## src/rtl/pipelined_rca.sv

```systemverilog
// ---------------------------------------------------------------------------
// pipelined_rca
//   N-bit ripple-carry adder/subtractor whose carry chain is cut into STAGES
//   registered slices of W = N/STAGES bits each. Stage k resolves bits
//   [k*W +: W] from the carry registered by stage k-1. The not-yet-added
//   upper operand bits and the already-finished lower sum bits ride along in
//   every stage register so that each result leaves the pipe aligned.
//
//   The pipe stalls as a whole. It advances when the output register is
//   empty or is being drained. There is no bubble compression.
//
//   Handshake: a transfer happens on a rising clock edge where valid and
//   ready are both 1. in_valid/a/b/cin/sub must stay put while in_valid=1
//   and in_ready=0. out_valid/sum/cout/ovf hold while out_valid=1 and
//   out_ready=0. in_ready is combinational from out_ready.
//
// Parameters
//   N       operand/result width (N >= 1)
//   STAGES  number of slices = latency in cycles (1 <= STAGES <= N,
//           N % STAGES == 0)
//
// Ports
//   clk        rising-edge clock
//   rst_n      asynchronous active-low reset
//   in_valid   operand transaction present
//   in_ready   block accepts a transaction this cycle
//   a, b       operands, unsigned or two's complement
//   cin        carry-in (add) or borrow-in (sub)
//   sub        0 = a + b + cin, 1 = a - b - cin
//   out_valid  result present
//   out_ready  consumer accepts the result this cycle
//   sum        result bits
//   cout       carry-out (add) or NOT-borrow (sub)
//   ovf        signed overflow
// ---------------------------------------------------------------------------
module pipelined_rca #(
    parameter int N      = 8,
    parameter int STAGES = 2
) (
    input  logic         clk,
    input  logic         rst_n,
    input  logic         in_valid,
    output logic         in_ready,
    input  logic [N-1:0] a,
    input  logic [N-1:0] b,
    input  logic         cin,
    input  logic         sub,
    output logic         out_valid,
    input  logic         out_ready,
    output logic [N-1:0] sum,
    output logic         cout,
    output logic         ovf
);

    localparam int W = N / STAGES;

    if (STAGES < 1 || STAGES > N || (N % STAGES) != 0) begin : g_bad_params
        $error("pipelined_rca: STAGES must divide N and lie in 1..N");
    end

    // Global stall: everything moves when the output slot is free or being
    // drained this cycle.
    logic advance;
    assign advance  = !out_valid || out_ready;
    assign in_ready = advance;

    // Per-stage overflow candidate; only the last stage's value matters.
    logic [STAGES-1:0] ovf_tap;

    for (genvar k = 0; k < STAGES; k++) begin : g_stage
        // Inputs to this stage's slice adder.
        logic [N-1:0] a_in;
        logic [N-1:0] b_in;
        logic [N-1:0] s_in;
        logic         c_in;
        logic         v_in;

        // Combinational slice results.
        logic [N-1:0] s_nxt;
        logic         c_nxt;
        logic         c_msb_in;

        // Stage registers.
        logic [N-1:0] a_q;
        logic [N-1:0] b_q;
        logic [N-1:0] s_q;
        logic         c_q;
        logic         v_q;

        if (k == 0) begin : g_first
            // Subtraction is a + ~b + ~cin: invert once at entry so every
            // later slice is a plain adder working on effective operands.
            assign a_in = a;
            assign b_in = sub ? ~b : b;
            assign c_in = sub ? ~cin : cin;
            assign s_in = '0;
            assign v_in = in_valid;
        end else begin : g_next
            assign a_in = g_stage[k-1].a_q;
            assign b_in = g_stage[k-1].b_q;
            assign s_in = g_stage[k-1].s_q;
            assign c_in = g_stage[k-1].c_q;
            assign v_in = g_stage[k-1].v_q;
        end

        // Ripple through this slice only; bits outside it pass unchanged.
        // c_msb_in ends up as the carry into the slice's top bit, which for
        // the last stage is the carry into bit N-1.
        always_comb begin
            s_nxt    = s_in;
            c_nxt    = c_in;
            c_msb_in = c_in;
            for (int i = 0; i < W; i++) begin
                c_msb_in         = c_nxt;
                s_nxt[k*W + i]   = a_in[k*W + i] ^ b_in[k*W + i] ^ c_nxt;
                c_nxt            = (a_in[k*W + i] & b_in[k*W + i]) |
                                   (c_nxt & (a_in[k*W + i] ^ b_in[k*W + i]));
            end
        end

        assign ovf_tap[k] = c_msb_in ^ c_nxt;

        always_ff @(posedge clk or negedge rst_n) begin
            if (!rst_n) begin
                v_q <= 1'b0;
                a_q <= '0;
                b_q <= '0;
                s_q <= '0;
                c_q <= 1'b0;
            end else if (advance) begin
                v_q <= v_in;
                a_q <= a_in;
                b_q <= b_in;
                s_q <= s_nxt;
                c_q <= c_nxt;
            end
        end
    end

    // Overflow is only meaningful once the top bit is resolved, so it gets
    // its own register alongside the last stage.
    logic ovf_q;

    always_ff @(posedge clk or negedge rst_n) begin
        if (!rst_n) begin
            ovf_q <= 1'b0;
        end else if (advance) begin
            ovf_q <= ovf_tap[STAGES-1];
        end
    end

    assign out_valid = g_stage[STAGES-1].v_q;
    assign sum       = g_stage[STAGES-1].s_q;
    assign cout      = g_stage[STAGES-1].c_q;
    assign ovf       = ovf_q;

    // The last stage's operand copies and the non-final overflow taps have
    // no consumer; fold them into one sink so the intent is explicit.
    logic unused_sink;
    assign unused_sink = ^{g_stage[STAGES-1].a_q, g_stage[STAGES-1].b_q, ovf_tap};

endmodule
```

## config.mk

```make
export PLATFORM = sky130hd
export DESIGN_NAME = pipelined_rca
export DESIGN_NICKNAME = d
export VERILOG_FILES = /design/src/rtl/pipelined_rca.sv
export SDC_FILE = /design/constraint.sdc
export NUM_CORES = 1
export LEC_CHECK = 0
export ABC_CLOCK_PERIOD_IN_PS = 2700
export CORE_UTILIZATION = 25
export CTS_BUF_LIST = sky130_fd_sc_hd__clkbuf_4 sky130_fd_sc_hd__clkbuf_8 sky130_fd_sc_hd__clkbuf_16
export CTS_CLUSTER_DIAMETER = 200
export DETAILED_ROUTE_END_ITERATION = 10
export PLACE_DENSITY = 0.49
export SLEW_MARGIN = 10
export SYNTH_ARGS = -nofsm -noshare
export SYNTH_HDL_FRONTEND = slang
export SYNTH_SLANG_ARGS = --single-unit
export TNS_END_PERCENT = 30
```

## constraint.sdc

```tcl
create_clock -name clk -period 2.7 [get_ports clk]
set_input_delay 0.405 -clock clk [delete_from_list [all_inputs] [get_ports clk]]
set_output_delay 0.405 -clock clk [all_outputs]
set_load 0.05 [all_outputs]
```

Power grid:
Pins as bars on the die edge. Tap cells in grey.
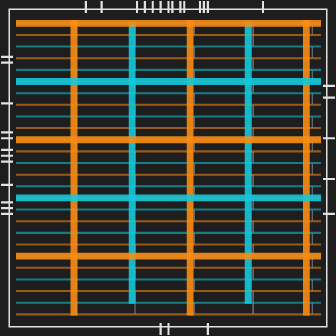
[orange] VSS
[cyan] VDD
met1 rails: 26
signal pins: 34
met5 straps: 5
core area: 0.004848 mm^2
VDD IR max: 0.0004277 V

Placed cells, one colour a class:
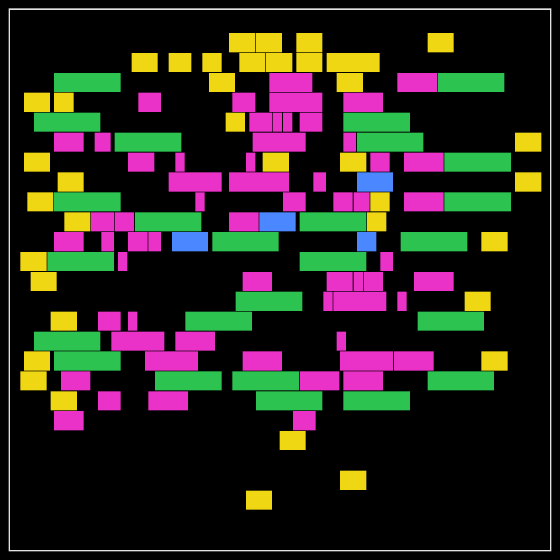
[yellow] remaining buffers and delay cells | cells: 38
[magenta] remaining logic cells | cells: 60
[blue] clock drivers and dummy loads | cells: 4
[green] registers | cells: 25
fin area: 0.001762 mm^2
# rows: 25

Clock wires, drivers and flops:
Scale bar: 20 um.
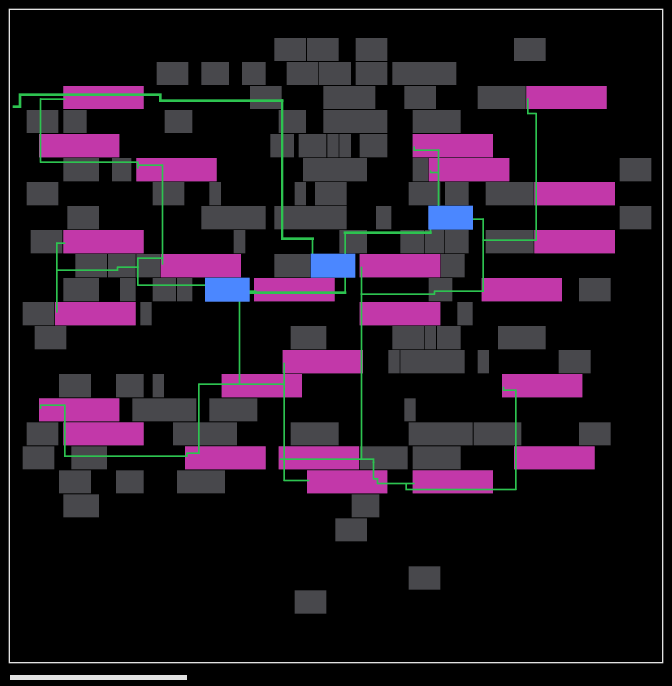
[green] clock wires | length: 357 um
[magenta] flip-flops | count: 25
[blue] clock-net drivers | count: 3
routed clock nets: 4
Clk pwr share: 0.158
clk ins delay skew pair: 0.27 ns
Clk. pwr: 0.234 mW
Worst Skew: 0.003489 ns

==> job_summary.md <==
## Synthesis and layout report

| Metric | Value |
|---|---|
| Status | completed |
| CP Launch Type | input pin |
| Vias per Instance | 3.938 |
| Unique cell types | 14 |
| Routed len/inst | 12.38 um |
| Synth top cells by count | dfrtp_1, inv_1, mux2_4, fa_1, mux2_2 |
| Post-CTS setup buffer count | 0 |
| Slew Viols, Final | 0 |
| Vias in the first global route | 834 |
| Cycle use final | 0.9589 |
| Commonest non-fill, non-tap cell in the layout | clkdlybuf4s50_1 |
| Worst path bufs/invs | 3 |
| Sw Ratio | 0.3878 |
| Largest net degree at the start of global routing | 26 |
| Dominant Register Cell | dfrtp_1 |
| Sum of routed wire segments on met1 | 1092 um |
| Die Ht | 73.83 um |
| Met3 Wirelength | 109 um |
| Slew of the pin with the lowest slew margin | 0.4994 ns |
| Top logic family | multiplexers |
| Synth Instances | 89 |
cell type report:
cell class / instances / share of cell area
inverters: 11 / 0.02344
repair buffers: 38 / 0.2138
multi-input cells: 49 / 0.3324
flip-flops and latches: 25 / 0.3551
clock buffers: 4 / 0.02770
well taps: 67 / 0.04759
metal layers:
metal / vias to the layer above / global-route usage
li1: 362 / -
met1: 379 / 0.1335
met2: 21 / 0.1641
met3: 2 / 0.02881
met4: 0 / 0.02564
met5: - / 0
worst register-to-register path, stage by stage (launching register included):
cell and delay, ns:
dfrtp_1 0.36, inv_1 0.06, fa_1 0.41, inv_1 0.07, fa_1 0.19, fa_1 0.21, inv_1 0.06, fa_1 0.40
xnor2_1 0.15, mux2_2 0.27
No activity file was given, so power comes from the tool's default toggle rates.
